File: src/rtl/dsp_sched_pkg.sv
// Shared types for the DSP scheduler: FSM states, operand-mode codes, issue lengths.
// Latency: n/a (types and constants only).
// Backpressure: n/a.
// Contents: state_t, MODE_* encodings, ISSUE_* cycle counts, issue_cycles() helper.
package dsp_sched_pkg;

  typedef enum logic [1:0] {
    ST_IDLE  = 2'd0,
    ST_ISSUE = 2'd1,
    ST_DRAIN = 2'd2,
    ST_RESP  = 2'd3
  } state_t;

  localparam logic [1:0] MODE_8X8     = 2'd0;
  localparam logic [1:0] MODE_16X8    = 2'd1;
  localparam logic [1:0] MODE_16X16   = 2'd2;
  localparam logic [1:0] MODE_ILLEGAL = 2'd3;

  localparam int ISSUE_8X8   = 1;
  localparam int ISSUE_16X8  = 2;
  localparam int ISSUE_16X16 = 4;

  // Number of cycles the DSP needs its operands presented for a given mode.
  function automatic logic [2:0] issue_cycles(input logic [1:0] mode);
    case (mode)
      MODE_8X8:   issue_cycles = 3'(ISSUE_8X8);
      MODE_16X8:  issue_cycles = 3'(ISSUE_16X8);
      MODE_16X16: issue_cycles = 3'(ISSUE_16X16);
      default:    issue_cycles = 3'd1;
    endcase
  endfunction

endpackage

File: src/rtl/dsp_sched_if.sv
// Request/response bundle between two requesters and the DSP scheduler.
// Latency: n/a (wires only).
// Backpressure: req_ready per requester; the response strobe cannot be stalled.
// Ports: req_valid/req_ready[2], per-requester operands a/b/c, mode, mac, shift;
//        resp_valid/resp_id/resp_err/resp_data. master = requester side, slave = scheduler.
interface dsp_sched_if #(
  parameter int N = 16,
  parameter int M = 16
);
  logic [1:0]              req_valid;
  logic [1:0]              req_ready;
  logic [1:0][N-1:0]       req_a;
  logic [1:0][M-1:0]       req_b;
  logic [1:0][N+M-1:0]     req_c;
  logic [1:0][1:0]         req_mode;
  logic [1:0]              req_mac;
  logic [1:0][1:0]         req_shift;
  logic                    resp_valid;
  logic                    resp_id;
  logic                    resp_err;
  logic [N+M-1:0]          resp_data;

  modport master (
    output req_valid, req_a, req_b, req_c, req_mode, req_mac, req_shift,
    input  req_ready, resp_valid, resp_id, resp_err, resp_data
  );

  modport slave (
    input  req_valid, req_a, req_b, req_c, req_mode, req_mac, req_shift,
    output req_ready, resp_valid, resp_id, resp_err, resp_data
  );
endinterface

File: src/rtl/dsp_sched_rr_arb2.sv
// Two-requester round-robin grant; the requester not served last wins a tie.
// Latency: grant is combinational from req/en; pointer updates on the grant edge.
// Backpressure: grants only while en is high; a dropped request simply gets no grant.
// Ports: clk, rst_n, en, req[1:0] in; gnt[1:0] out (one-hot or zero).
module rr_arb2 (
  input  logic       clk,
  input  logic       rst_n,
  input  logic       en,
  input  logic [1:0] req,
  output logic [1:0] gnt
);
  logic prio;  // requester that wins when both are valid

  always_comb begin
    gnt = 2'b00;
    if (en) begin
      if (req == 2'b11) gnt = prio ? 2'b10 : 2'b01;
      else              gnt = req;
    end
  end

  // gnt is only ever raised on a valid requester and is used directly as
  // ready, so any grant is a handshake and moves the pointer.
  always_ff @(posedge clk or negedge rst_n) begin
    if (!rst_n)      prio <= 1'b0;
    else if (gnt[0]) prio <= 1'b1;
    else if (gnt[1]) prio <= 1'b0;
  end
endmodule

File: src/rtl/dsp_sched.sv
// Arbitrates two requesters onto one multi-cycle DSP and returns its result.
// Latency: handshake -> resp_valid in issue(1/2/4)+RES_LAT+1 cycles; illegal mode in 1.
// Backpressure: one op in flight; req_ready only in IDLE; response is never stalled.
// Ports: clk, rst_n, bus (dsp_sched_if.slave), dsp_start/mac/mode/shift/aa/bb/cc out,
//        dsp_out in, perf_ops/perf_busy out. Counters exist only with DSP_SCHED_PERF_EN.
module dsp_sched
  import dsp_sched_pkg::*;
#(
  parameter int N       = 16,
  parameter int M       = 16,
  parameter int RES_LAT = 2
) (
  input  logic             clk,
  input  logic             rst_n,
  dsp_sched_if.slave       bus,
  output logic             dsp_start,
  output logic             dsp_mac,
  output logic [1:0]       dsp_mode,
  output logic [1:0]       dsp_shift,
  output logic [N-1:0]     dsp_aa,
  output logic [M-1:0]     dsp_bb,
  output logic [N+M-1:0]   dsp_cc,
  input  logic [N+M-1:0]   dsp_out,
  output logic [31:0]      perf_ops,
  output logic [31:0]      perf_busy
);
  state_t     state;
  logic [7:0] cnt;     // remaining ISSUE or DRAIN cycles minus one
  logic       cur_id;
  logic       live;    // holds off grants until the first edge after reset release
  logic [1:0] gnt;
  logic       sel;
  logic       hs;

  rr_arb2 u_arb (
    .clk   (clk),
    .rst_n (rst_n),
    .en    (live && (state == ST_IDLE)),
    .req   (bus.req_valid),
    .gnt   (gnt)
  );

  assign bus.req_ready = gnt;
  assign sel           = gnt[1];
  assign hs            = |gnt;

  always_ff @(posedge clk or negedge rst_n) begin
    if (!rst_n) begin
      state          <= ST_IDLE;
      cnt            <= '0;
      cur_id         <= 1'b0;
      live           <= 1'b0;
      dsp_start      <= 1'b0;
      dsp_mac        <= 1'b0;
      dsp_mode       <= '0;
      dsp_shift      <= '0;
      dsp_aa         <= '0;
      dsp_bb         <= '0;
      dsp_cc         <= '0;
      bus.resp_valid <= 1'b0;
      bus.resp_id    <= 1'b0;
      bus.resp_err   <= 1'b0;
      bus.resp_data  <= '0;
    end else begin
      live           <= 1'b1;
      dsp_start      <= 1'b0;
      bus.resp_valid <= 1'b0;
      case (state)
        ST_IDLE: begin
          if (hs) begin
            cur_id <= sel;
            if (bus.req_mode[sel] == MODE_ILLEGAL) begin
              // Illegal ops bypass the DSP entirely: its outputs keep the previous op.
              state          <= ST_RESP;
              bus.resp_valid <= 1'b1;
              bus.resp_id    <= sel;
              bus.resp_err   <= 1'b1;
              bus.resp_data  <= '0;
            end else begin
              state     <= ST_ISSUE;
              cnt       <= 8'(issue_cycles(bus.req_mode[sel])) - 8'd1;
              dsp_start <= 1'b1;
              dsp_mac   <= bus.req_mac[sel];
              dsp_mode  <= bus.req_mode[sel];
              dsp_shift <= bus.req_shift[sel];
              dsp_aa    <= bus.req_a[sel];
              dsp_bb    <= bus.req_b[sel];
              dsp_cc    <= bus.req_c[sel];
            end
          end
        end
        ST_ISSUE: begin
          if (cnt == 8'd0) begin
            state   <= ST_DRAIN;
            cnt     <= 8'(RES_LAT - 1);
            dsp_mac <= 1'b0;
          end else begin
            cnt <= cnt - 8'd1;
          end
        end
        ST_DRAIN: begin
          // Final DRAIN cycle is RES_LAT cycles after the last ISSUE cycle,
          // which is when the DSP result becomes valid.
          if (cnt == 8'd0) begin
            state          <= ST_RESP;
            bus.resp_valid <= 1'b1;
            bus.resp_id    <= cur_id;
            bus.resp_err   <= 1'b0;
            bus.resp_data  <= dsp_out;
          end else begin
            cnt <= cnt - 8'd1;
          end
        end
        ST_RESP:  state <= ST_IDLE;
        default:  state <= ST_IDLE;
      endcase
    end
  end

`ifdef DSP_SCHED_PERF_EN
  always_ff @(posedge clk or negedge rst_n) begin
    if (!rst_n) begin
      perf_ops  <= '0;
      perf_busy <= '0;
    end else begin
      if (state == ST_RESP) perf_ops  <= perf_ops + 32'd1;
      if (state != ST_IDLE) perf_busy <= perf_busy + 32'd1;
    end
  end
`else
  assign perf_ops  = '0;
  assign perf_busy = '0;
`endif

endmodule

File: src/flat_wrapper.sv
// flat-port wrapper written by rule: the top's interface ports become plain ports
module dsp_sched_flat import dsp_sched_pkg::*;
#(
  parameter int N       = 16,
  parameter int M       = 16,
  parameter int RES_LAT = 2
)
  (clk, rst_n, dsp_start, dsp_mac, dsp_mode, dsp_shift, dsp_aa, dsp_bb, dsp_cc, dsp_out, perf_ops, perf_busy, bus_req_valid, bus_req_a, bus_req_b, bus_req_c, bus_req_mode, bus_req_mac, bus_req_shift, bus_req_ready, bus_resp_valid, bus_resp_id, bus_resp_err, bus_resp_data);
  dsp_sched_if #(.N(N), .M(M)) bus_i ();
  input  logic clk;
  input  logic rst_n;
  output logic dsp_start;
  output logic dsp_mac;
  output logic [1:0] dsp_mode;
  output logic [1:0] dsp_shift;
  output logic [N-1:0] dsp_aa;
  output logic [M-1:0] dsp_bb;
  output logic [N+M-1:0] dsp_cc;
  input  logic [N+M-1:0] dsp_out;
  output logic [31:0] perf_ops;
  output logic [31:0] perf_busy;
  input wire logic [$bits(bus_i.req_valid)-1:0] bus_req_valid;
  input wire logic [$bits(bus_i.req_a)-1:0] bus_req_a;
  input wire logic [$bits(bus_i.req_b)-1:0] bus_req_b;
  input wire logic [$bits(bus_i.req_c)-1:0] bus_req_c;
  input wire logic [$bits(bus_i.req_mode)-1:0] bus_req_mode;
  input wire logic [$bits(bus_i.req_mac)-1:0] bus_req_mac;
  input wire logic [$bits(bus_i.req_shift)-1:0] bus_req_shift;
  output wire logic [$bits(bus_i.req_ready)-1:0] bus_req_ready;
  output wire logic [$bits(bus_i.resp_valid)-1:0] bus_resp_valid;
  output wire logic [$bits(bus_i.resp_id)-1:0] bus_resp_id;
  output wire logic [$bits(bus_i.resp_err)-1:0] bus_resp_err;
  output wire logic [$bits(bus_i.resp_data)-1:0] bus_resp_data;
  assign bus_i.req_valid = bus_req_valid;
  assign bus_i.req_a = bus_req_a;
  assign bus_i.req_b = bus_req_b;
  assign bus_i.req_c = bus_req_c;
  assign bus_i.req_mode = bus_req_mode;
  assign bus_i.req_mac = bus_req_mac;
  assign bus_i.req_shift = bus_req_shift;
  assign bus_req_ready = bus_i.req_ready;
  assign bus_resp_valid = bus_i.resp_valid;
  assign bus_resp_id = bus_i.resp_id;
  assign bus_resp_err = bus_i.resp_err;
  assign bus_resp_data = bus_i.resp_data;
  dsp_sched #(.N(N), .M(M), .RES_LAT(RES_LAT)) u_core (.clk(clk), .rst_n(rst_n), .bus(bus_i), .dsp_start(dsp_start), .dsp_mac(dsp_mac), .dsp_mode(dsp_mode), .dsp_shift(dsp_shift), .dsp_aa(dsp_aa), .dsp_bb(dsp_bb), .dsp_cc(dsp_cc), .dsp_out(dsp_out), .perf_ops(perf_ops), .perf_busy(perf_busy));
endmodule
File: config.mk
export PLATFORM = sky130hd
export DESIGN_NAME = dsp_sched_flat
export DESIGN_NICKNAME = d
export VERILOG_FILES = /design/src/rtl/dsp_sched_pkg.sv /design/src/rtl/dsp_sched_if.sv /design/src/rtl/dsp_sched_rr_arb2.sv /design/src/rtl/dsp_sched.sv /design/src/flat_wrapper.sv
export SDC_FILE = /design/constraint.sdc
export NUM_CORES = 1
export LEC_CHECK = 0
export CAP_MARGIN = 5
export CORE_MARGIN = 3
export CORE_UTILIZATION = 30
export DETAILED_ROUTE_END_ITERATION = 7
export PLACE_DENSITY_LB_ADDON = 0.05
export SLEW_MARGIN = 20
export SYNTH_ARGS = -nofsm -noshare
export SYNTH_HDL_FRONTEND = slang
export SYNTH_SLANG_ARGS = --single-unit
File: constraint.sdc
create_clock -name clk -period 8.98 [get_ports clk]
set_input_delay 1.347 -clock clk [delete_from_list [all_inputs] [get_ports clk]]
set_output_delay 1.347 -clock clk [all_outputs]
set_load 0.02 [all_outputs]
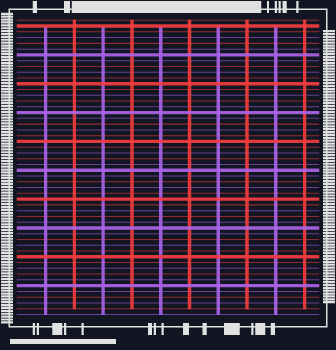
run_1/pdn.png
Scale bar: 50 um. Pins as bars on the die edge.
- VSS: purple
- VDD: red
- met4 straps: 10
- rows: 51
- met1 rails: 52
Die Y: 149.0 um
area of the core: 19780 um^2

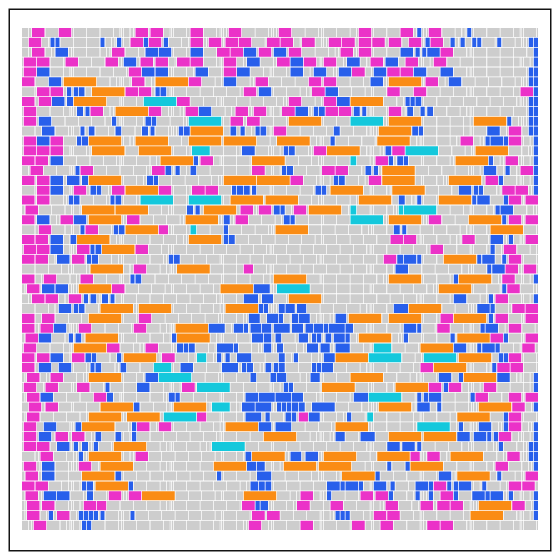
run_1/cell_classes.png
Fill, decap, tap and diode cells in gray.
- flip-flops: orange (cells 118; share of their area 32%)
- other buffers and delay cells: magenta (cells 285; share of their area 31%)
- all other logic: blue (cells 463; share of their area 31%)
- clock drivers and dummy loads: cyan (cells 27; share of their area 5.6%)
Core Rows: 51
finished layout cell area: 9425 um^2
Core Util, Final: 47.65%

==> impl_metrics.tcl, run 1 <==
# metrics dict for downstream scripts
set metrics [dict create \
    outcome "finished clean" \
    io_buffers 280 \
    vias_per_cell 4.371 \
    num-nonclk-inverters 45 \
    m1WireLength_um 7105 \
    worstPathArrival_ns 2.94 \
    pg_clk_w 0.000590 \
    drive_above_1_share_pct 4.927 \
    crit_cells 4 \
    synth.most_common_cell "dfrtp_1" \
    ys_sh_mux_pct 17.54 \
    postSynthSeqShare_pct 48.12 \
    combPwrFrac_pct 49.7 \
    endpoint_kind "output port" \
    xor_share_pct 0 \
    hold_path_class "flop to flop" \
    nonClkBufAreaFrac_pct 30.11 \
    enable_flop_cells 0 \
    clock_cell_area_share_pct 5.429 \
    seq_share_pct 31.33 \
    die_area_um2 22210 \
    sh_comb_area_pct 27.82 \
    wl_per_cell_um 15.85 \
    yosys.area.top_type "dfrtp_1" \
    tns_ns 0 \
    ff2ff_setup_slack_ns 5.11 \
    worst-path-buf-inv 2 \
    syn-cell-area_um2 6136 \
    synth_flops 118 \
    nNetsFinal 1068 \
    cts_tree "built" \
    pwr-share-clk_pct 20.3 \
    period_minus_slack_ns 4.289 \
    yosys-stat-area_um2 6136 \
    fin_cells 1158 \
    yosys-top-cells-count "dfrtp_1 (118), mux2i_1 (103), nor2_1 (75)" \
    ys_sh_adder_pct 1.835 \
    post_cts_buffers 0 \
    ff_type "dfrtp_1" \
    p_seq_share_pct 30.0 \
    grt_use_met2_pct 27.36 \
    track_usage_pct 16.21 \
    wl_met2_um 9019 \
    warnings 32 \
]
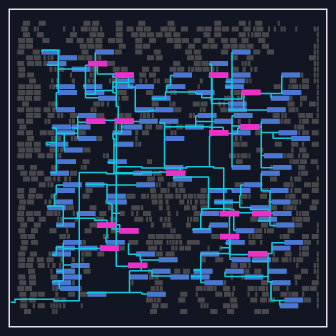
run_1/clock_map.png
- clock wires: cyan (length 1710 um)
- flip-flops: blue (count 118)
- cells driving clock nets: magenta (count 17)
- flops lie: all over the die
- routed clock nets: 18
skew final: 0.007394 ns
Latency at later pin: 0.41 ns

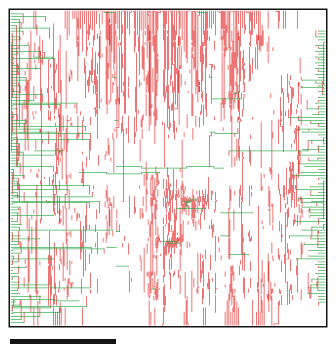
run_1/metal_stack.png
Scale bar: 50 um. Two of the layers only.
- met3: green (wire length 2010 um)
- met2: red (wire length 9020 um)
DRT Wirelength: 18350 um
detailed-route via count: 5062

## Run 2: what changed since run 1
clock period = 4.4 ns   (was 8.98 ns; I/O delays follow)
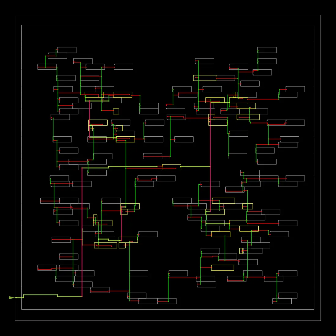
run_2/final_clocks.png
number of CTS-inserted buffers: 17
Latency at later pin: 0.40 ns

==> run 2 against run 1 <==
Against the previous run:
- clock skew is essentially flat
- register-to-register slack lost 4.3 ns
- worst setup slack lost 3.9 ns
- combinational power grew 100%
- hold slack lost 0.17 ns
- power grew 110%
- die size is the same
- non-clock buffer count is the same
- clock power grew 150%
- sequential power grew 100%
- synthesized area is the same
- via count grew 0.34%
==> impl_metrics.tcl, run 2 <==
# metrics dict for downstream scripts
set metrics [dict create \
    outcome "finished clean" \
    yosys-stat-area_um2 6136 \
    combPwrFrac_pct 47.8 \
    fin_cells 1163 \
    yosys-top-cells-count "dfrtp_1 (118), mux2i_1 (103), nor2_1 (75)" \
    synth.most_common_cell "dfrtp_1" \
    power.total_w 0.006164 \
    cts_tree "built" \
    num-nonclk-inverters 45 \
    wl_um 18330 \
    vias_per_cell 4.367 \
    syn-cell-area_um2 6136 \
    sh_comb_area_pct 27.46 \
    wl_met2_um 8998 \
    rows 51 \
    ff2ff_setup_slack_ns 0.77 \
    p_seq_share_pct 28.8 \
    ys_sh_adder_pct 1.835 \
    wl_per_cell_um 15.76 \
    ys_sh_mux_pct 17.54 \
    m1WireLength_um 7270 \
    tns_ns 0 \
    nNetsFinal 1068 \
    pg_clk_w 0.00145 \
    endpoint_kind "flop" \
    n_fill_cell 1884 \
    grt_use_met2_pct 27.27 \
    placed_cells 1131 \
    clkTransAtPathRegs_ns 0.05 \
    ys_sh_aoi_pct 9.768 \
    io_buffers 280 \
    pwr-share-clk_pct 23.4 \
    yosys.area.top_type "dfrtp_1" \
    die_area_um2 22210 \
    clock_cell_area_share_pct 6.537 \
    enable_flop_cells 0 \
    hold_path_class "primary input to async pin" \
    post_cts_buffers 0 \
    finClkSkew_ns 0.007025 \
    xor_share_pct 0 \
    synth_flops 118 \
    die_h_um 149.0 \
    drive_above_1_share_pct 5.345 \
    pin_count 345 \
    period_minus_slack_ns 3.634 \
    warnings 32 \
    postSynthSeqShare_pct 48.12 \
    crit_cells 10 \
    track_usage_pct 16.50 \
    vias 5079 \
]
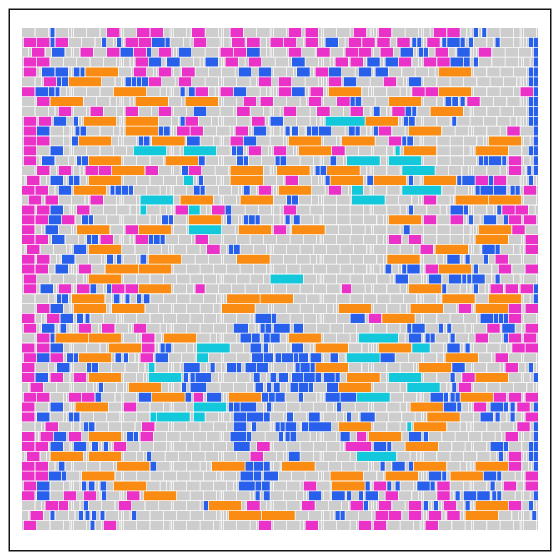
run_2/cell_classes.png
Fill, decap, tap and diode cells in gray.
- all other logic: blue (cells 463; share of their area 30%)
- other buffers and delay cells: magenta (cells 285; share of their area 31%)
- clock drivers and dummy loads: cyan (cells 32; share of their area 6.8%)
- flip-flops: orange (cells 118; share of their area 32%)
Core Util, Final: 48.28%
finished layout cell area: 9550 um^2
sequential share of cell area: 30.92%

Power and IR drop assume default switching activity.
